File: src/rtl/switch_pkg.sv
// Types shared by the Switch, MatCore and the per-core send queue.
// A switch vector is a fixed number of IEEE-754 single-precision lanes.
package switch_pkg;

  localparam int unsigned LANE_W         = 32;
  localparam int unsigned SWITCH_WIDTH   = 16;
  localparam int unsigned SWITCH_CORES   = 2;
  localparam int unsigned CORE_IDX_W     = $clog2(SWITCH_CORES);

  typedef logic [LANE_W-1:0]               lane_t;
  typedef lane_t [SWITCH_WIDTH-1:0]        switch_vec_t;
  typedef logic [CORE_IDX_W-1:0]           core_idx_t;

endpackage

File: src/rtl/switch_send_queue_if.sv
// Core-side enqueue port plus Switch-side send port of one send queue.
// The queue uses the slave modport; whatever drives it uses master.
interface switch_send_queue_if #(
  parameter int unsigned WIDTH     = 16,
  parameter int unsigned CORE_SIZE = 2,
  parameter int unsigned DEPTH     = 4
);
  import switch_pkg::*;

  localparam int unsigned CORE_ADDR_SIZE = $clog2(CORE_SIZE);
  localparam int unsigned COUNT_W        = $clog2(DEPTH) + 1;

  logic                              enq_valid;
  logic [CORE_ADDR_SIZE-1:0]         enq_core_idx;
  logic [WIDTH-1:0][LANE_W-1:0]      enq_data;
  logic                              enq_ready;
  logic                              send_ready;
  logic [CORE_ADDR_SIZE-1:0]         send_core_idx;
  logic [WIDTH-1:0][LANE_W-1:0]      send_data;
  logic                              send_ok;
  logic [COUNT_W-1:0]                count;
  logic [15:0]                       sent_total;
  logic                              err_ok_empty;

  modport slave (
    input  enq_valid, enq_core_idx, enq_data, send_ok,
    output enq_ready, send_ready, send_core_idx, send_data, count, sent_total, err_ok_empty
  );

  modport master (
    output enq_valid, enq_core_idx, enq_data, send_ok,
    input  enq_ready, send_ready, send_core_idx, send_data, count, sent_total, err_ok_empty
  );

endinterface

File: src/rtl/switch_queue_ctrl.sv
// Pointer, occupancy and status bookkeeping for the send queue.
// Storage lives in the parent; this block only says where and when to write/read.
module switch_queue_ctrl #(
  parameter int unsigned DEPTH = 4,
  localparam int unsigned PTR_W   = $clog2(DEPTH),
  localparam int unsigned COUNT_W = $clog2(DEPTH) + 1
) (
  input  logic               clock,
  input  logic               reset,
  input  logic               enq_valid,
  input  logic               send_ok,
  output logic               enq_ready,
  output logic               send_ready,
  output logic               enq_fire,
  output logic [PTR_W-1:0]   wr_ptr,
  output logic [PTR_W-1:0]   rd_ptr,
  output logic [COUNT_W-1:0] count,
  output logic [15:0]        sent_total,
  output logic               err_ok_empty
);

  logic [PTR_W-1:0]   wr_ptr_q, wr_ptr_d;
  logic [PTR_W-1:0]   rd_ptr_q, rd_ptr_d;
  logic [COUNT_W-1:0] count_q, count_d;
  logic [15:0]        sent_q, sent_d;
  logic               err_q, err_d;
  logic               deq_fire;

  // enq_ready looks only at occupancy: a pop in the same cycle never frees a slot early.
  assign enq_ready  = (count_q != COUNT_W'(DEPTH));
  assign send_ready = (count_q != '0);
  assign enq_fire   = enq_valid && enq_ready && !reset;
  assign deq_fire   = send_ok && send_ready && !reset;

  always_comb begin
    wr_ptr_d = wr_ptr_q;
    rd_ptr_d = rd_ptr_q;
    count_d  = count_q;
    sent_d   = sent_q;
    err_d    = err_q;

    // DEPTH is a power of two, so the natural pointer overflow is the wrap.
    if (enq_fire) wr_ptr_d = wr_ptr_q + PTR_W'(1);
    if (deq_fire) rd_ptr_d = rd_ptr_q + PTR_W'(1);

    unique case ({enq_fire, deq_fire})
      2'b10:   count_d = count_q + COUNT_W'(1);
      2'b01:   count_d = count_q - COUNT_W'(1);
      default: count_d = count_q;
    endcase

    if (deq_fire && (sent_q != 16'hFFFF)) sent_d = sent_q + 16'd1;
    if (send_ok && !send_ready) err_d = 1'b1;
  end

  always_ff @(posedge clock) begin
    if (reset) begin
      wr_ptr_q <= '0;
      rd_ptr_q <= '0;
      count_q  <= '0;
      sent_q   <= '0;
      err_q    <= 1'b0;
    end else begin
      wr_ptr_q <= wr_ptr_d;
      rd_ptr_q <= rd_ptr_d;
      count_q  <= count_d;
      sent_q   <= sent_d;
      err_q    <= err_d;
    end
  end

  assign wr_ptr       = wr_ptr_q;
  assign rd_ptr       = rd_ptr_q;
  assign count        = count_q;
  assign sent_total   = sent_q;
  assign err_ok_empty = err_q;

endmodule

File: src/rtl/switch_send_queue.sv
// Per-core FIFO between MatCore send outputs and the Switch send inputs.
// Head entry is presented combinationally; payload lanes are stored untouched.
module switch_send_queue
  import switch_pkg::*;
#(
  parameter int unsigned WIDTH     = 16,
  parameter int unsigned CORE_SIZE = 2,
  parameter int unsigned DEPTH     = 4
) (
  input  logic               clock,
  input  logic               reset,
  switch_send_queue_if.slave bus
);

  localparam int unsigned CORE_ADDR_SIZE = $clog2(CORE_SIZE);
  localparam int unsigned PTR_W          = $clog2(DEPTH);
  localparam int unsigned COUNT_W        = $clog2(DEPTH) + 1;

  typedef struct packed {
    logic [CORE_ADDR_SIZE-1:0]    core_idx;
    logic [WIDTH-1:0][LANE_W-1:0] data;
  } entry_t;

  entry_t             mem [DEPTH];
  logic [PTR_W-1:0]   wr_ptr;
  logic [PTR_W-1:0]   rd_ptr;
  logic               enq_fire;
  logic               enq_ready;
  logic               send_ready;
  logic [COUNT_W-1:0] count;
  logic [15:0]        sent_total;
  logic               err_ok_empty;

  switch_queue_ctrl #(
    .DEPTH (DEPTH)
  ) u_ctrl (
    .clock        (clock),
    .reset        (reset),
    .enq_valid    (bus.enq_valid),
    .send_ok      (bus.send_ok),
    .enq_ready    (enq_ready),
    .send_ready   (send_ready),
    .enq_fire     (enq_fire),
    .wr_ptr       (wr_ptr),
    .rd_ptr       (rd_ptr),
    .count        (count),
    .sent_total   (sent_total),
    .err_ok_empty (err_ok_empty)
  );

  // Storage is not reset; occupancy alone decides which entries are live.
  always_ff @(posedge clock) begin
    if (enq_fire) begin
      mem[wr_ptr] <= '{core_idx: bus.enq_core_idx, data: bus.enq_data};
    end
  end

  assign bus.enq_ready     = enq_ready;
  assign bus.send_ready    = send_ready;
  assign bus.send_core_idx = mem[rd_ptr].core_idx;
  assign bus.send_data     = mem[rd_ptr].data;
  assign bus.count         = count;
  assign bus.sent_total    = sent_total;
  assign bus.err_ok_empty  = err_ok_empty;

endmodule

File: src/flat_wrapper.sv
// flat-port wrapper written by rule: the top's interface ports become plain ports
module switch_send_queue_flat import switch_pkg::*;
#(
  parameter int unsigned WIDTH     = 16,
  parameter int unsigned CORE_SIZE = 2,
  parameter int unsigned DEPTH     = 4
)
  (clock, reset, bus_enq_valid, bus_enq_core_idx, bus_enq_data, bus_send_ok, bus_enq_ready, bus_send_ready, bus_send_core_idx, bus_send_data, bus_count, bus_sent_total, bus_err_ok_empty);
  switch_send_queue_if #(.WIDTH(WIDTH), .CORE_SIZE(CORE_SIZE), .DEPTH(DEPTH)) bus_i ();
  input  logic clock;
  input  logic reset;
  input wire logic [$bits(bus_i.enq_valid)-1:0] bus_enq_valid;
  input wire logic [$bits(bus_i.enq_core_idx)-1:0] bus_enq_core_idx;
  input wire logic [$bits(bus_i.enq_data)-1:0] bus_enq_data;
  input wire logic [$bits(bus_i.send_ok)-1:0] bus_send_ok;
  output wire logic [$bits(bus_i.enq_ready)-1:0] bus_enq_ready;
  output wire logic [$bits(bus_i.send_ready)-1:0] bus_send_ready;
  output wire logic [$bits(bus_i.send_core_idx)-1:0] bus_send_core_idx;
  output wire logic [$bits(bus_i.send_data)-1:0] bus_send_data;
  output wire logic [$bits(bus_i.count)-1:0] bus_count;
  output wire logic [$bits(bus_i.sent_total)-1:0] bus_sent_total;
  output wire logic [$bits(bus_i.err_ok_empty)-1:0] bus_err_ok_empty;
  assign bus_i.enq_valid = bus_enq_valid;
  assign bus_i.enq_core_idx = bus_enq_core_idx;
  assign bus_i.enq_data = bus_enq_data;
  assign bus_i.send_ok = bus_send_ok;
  assign bus_enq_ready = bus_i.enq_ready;
  assign bus_send_ready = bus_i.send_ready;
  assign bus_send_core_idx = bus_i.send_core_idx;
  assign bus_send_data = bus_i.send_data;
  assign bus_count = bus_i.count;
  assign bus_sent_total = bus_i.sent_total;
  assign bus_err_ok_empty = bus_i.err_ok_empty;
  switch_send_queue #(.WIDTH(WIDTH), .CORE_SIZE(CORE_SIZE), .DEPTH(DEPTH)) u_core (.clock(clock), .reset(reset), .bus(bus_i));
endmodule
File: config.mk
export PLATFORM = sky130hd
export DESIGN_NAME = switch_send_queue_flat
export DESIGN_NICKNAME = d
export VERILOG_FILES = /design/src/rtl/switch_pkg.sv /design/src/rtl/switch_send_queue_if.sv /design/src/rtl/switch_queue_ctrl.sv /design/src/rtl/switch_send_queue.sv /design/src/flat_wrapper.sv
export SDC_FILE = /design/constraint.sdc
export NUM_CORES = 1
export LEC_CHECK = 0
export CAP_MARGIN = 0
export CORE_MARGIN = 2
export CORE_UTILIZATION = 35
export CTS_BUF_LIST = sky130_fd_sc_hd__clkbuf_2 sky130_fd_sc_hd__clkbuf_4 sky130_fd_sc_hd__clkbuf_8
export DETAILED_ROUTE_END_ITERATION = 8
export HOLD_SLACK_MARGIN = 0.1
export PLACE_DENSITY = 0.58
export SLEW_MARGIN = 20
export SYNTH_ARGS = -nofsm -noshare
export SYNTH_HDL_FRONTEND = slang
export SYNTH_SLANG_ARGS = --single-unit
File: constraint.sdc
create_clock -name clock -period 21.6 [get_ports clock]
set_clock_uncertainty 0.2 [all_clocks]
set_input_delay 4.32 -clock clock [delete_from_list [all_inputs] [get_ports clock]]
set_output_delay 4.32 -clock clock [all_outputs]
set_load 0.005 [all_outputs]
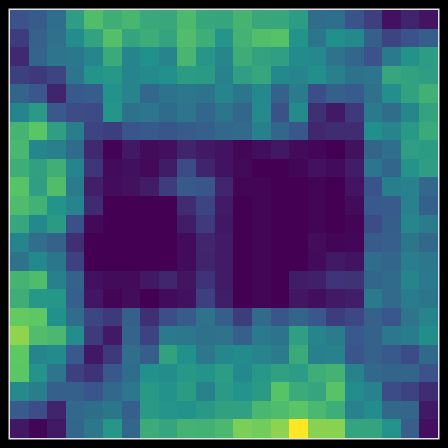
Figure 1: wire density map.
The die is cut into 23 by 23 equal tiles; dark purple is low, yellow is high, scaled to the fullest tile. Values are wire area over tile area, all layers added.
mean over tiles = 0.15
emptiest ninth of the die = middle
nearly empty tiles = 12%
fullest tile = 0.45

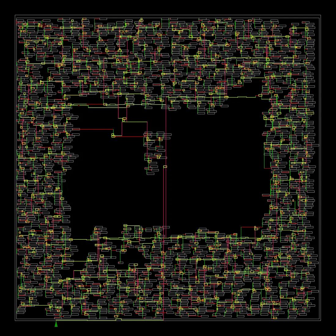
Figure 2: clock wiring as the flow saved it.
Flops: 2078
Clock Latency Late Sink: 1.02 ns
CTS Buf Count: 364
Clock net power: 0.00338 W

==> notes.md <==
flow finished, numbers: status=completed, met3 GRT Util=0.06848, Final WS setup=11.65 ns, combinational power=0.00100 W, Clock Path Buffers=4, met2 Track Usage GR=0.2816, CTS Sinks=2078, syn avg cell area=26.48 µm², crit path DAT=5.43 ns, tapcell count=2821, Seq power=0.00459 W, top cells by count=edfxtp_1, mux4_2, buf_2, slew margin rel.=0.1666, worst reg2reg path depth=7, Die Size=217900 µm², drt first pass iters=5, Req. time, crit path=17.08 ns, worst hold stages=1, biggest area cells=edfxtp_1, mux4_2, dfxtp_1, P_int=0.006962 W, largest area contributor in the synthesized netlist=edfxtp_1, post-CTS sizing=0, RSZ-0062 raised after global routing=false, DP Area=88990 µm², Registers, synthesis=2078, Clk network pwr share=0.377, CP Launch Type=flip-flop, Post-Layout Cell Count=7285, WL met1=72.02 mm, final wirelength=191.5 mm, Top FF cell, synth=edfxtp_1, TNS Setup=0 ns, YS chip area=74980 µm², Tmin final=9.945 ns, Global Route met1 Usage=0.2003, die height=466.8 µm, dominant logic cell type in the layout=edfxtp_1, Pwr top=sequential cells, Yosys top cell area share=0.8218, DR vias=35.50k, Inst Count DP=6622, Post-synth seq share=0.8288, TritonCTS clock tree=done, number of I/O pins=1052, reg2reg end=u_core.mem[3][126], DR WL met2=96.01 mm, post-synthesis cell count from yosys=2832, dpl hpwl=121.4 mm, final core area utilization=0.4512, inverter count=11, top cell category=flip-flops and latches, Async SR Flop Fraction=0, Mapped Nets=3356, final antenna-violating net count=0, Netlist cell types=39, Post-synth EDFFs=2052, Signal buf overhead=0.1150, final-report max-slew violation count=0, Max VDD drop=0.06109 mV, clock buffer count in the final layout=478, Post-Syn Area=74980 µm², synthesis-to-layout area growth=27.89%, num rows=169, total track usage=0.1710, # diodes=31, Reg area=62150 µm², R2R Setup Slk=16.65 ns, hold-fix buffers at CTS=0, share of cells above drive strength 1=0.2484, DRC errors left=0, switching power=0.002020 W, crit path max fanout=72, Vias/cell=4.874, most numerous logic cells after layout=edfxtp_1, clkdlybuf4s50_1, mux4_2, FP Core Util=0.3528, global-route wire length before repair=269.3 mm, busiest grt layer=met2, worst r2r src=u_core.u_ctrl.count[0], Leakage=29.67 nW, HP Start=u_core.u_ctrl.sent_total[6], vias in the first global route=37.54k, Worst-Margin Slew=1.250 ns, routed wl met3=17.16 mm, Horiz. Die Dim=466.8 µm, initial antenna violation count=64, initial DRC count=2486, Overflow after GRT=0, clock network area share=0.07056, total chip power=0.008982 W, end of the critical path=bus_send_data[152], H-tree depth=5, GP Congestion=0.8023, Final setup viols=0, Synth Warn #=0
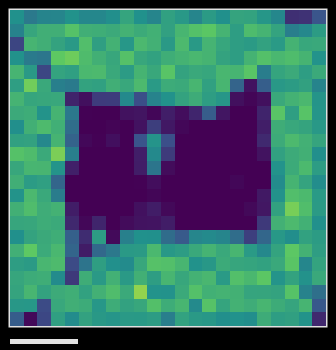
Figure 3: placement density heat map.
Scale bar: 100 µm. The die is cut into 23 by 23 equal tiles; dark purple is low, yellow is high, 0 to 100% covered.
tiles over 75% full = 0.90%
mean over tiles = 42%
fullest tile = 83%
emptiest ninth of the die = middle
nearly empty tiles = 17%

-- critical path: stages (launching register included) --
cell and delay [ns]:
dfxtp_4 0.73, buf_4 0.84, buf_4 0.89, buf_4 0.90, mux4_2 0.43, clkdlybuf4s50_1 0.51
-- flip-flops by register name, summed over array words and instances (netlist names), named ones only --
register	cells
u_core.u_ctrl.sent_total	16
u_core.u_ctrl.count	3
u_core.mem	2052
u_core.u_ctrl.err_ok_empty	1
u_core.u_ctrl.wr_ptr	2
u_core.u_ctrl.rd_ptr	2
-- logic make-up after synthesis --
logic type               Yosys count  synth area share
AND-OR/OR-AND                     34          0.003004
multiplexers                     515            0.1544
flip-flops                      2078            0.8288
AND/OR/NAND/NOR                   62          0.004589
buffers and inverters            131          0.007409
XOR/XNOR                           5         0.0005842
adder cells (fa/ha/maj)            7          0.001268
Power and IR drop assume default switching activity.
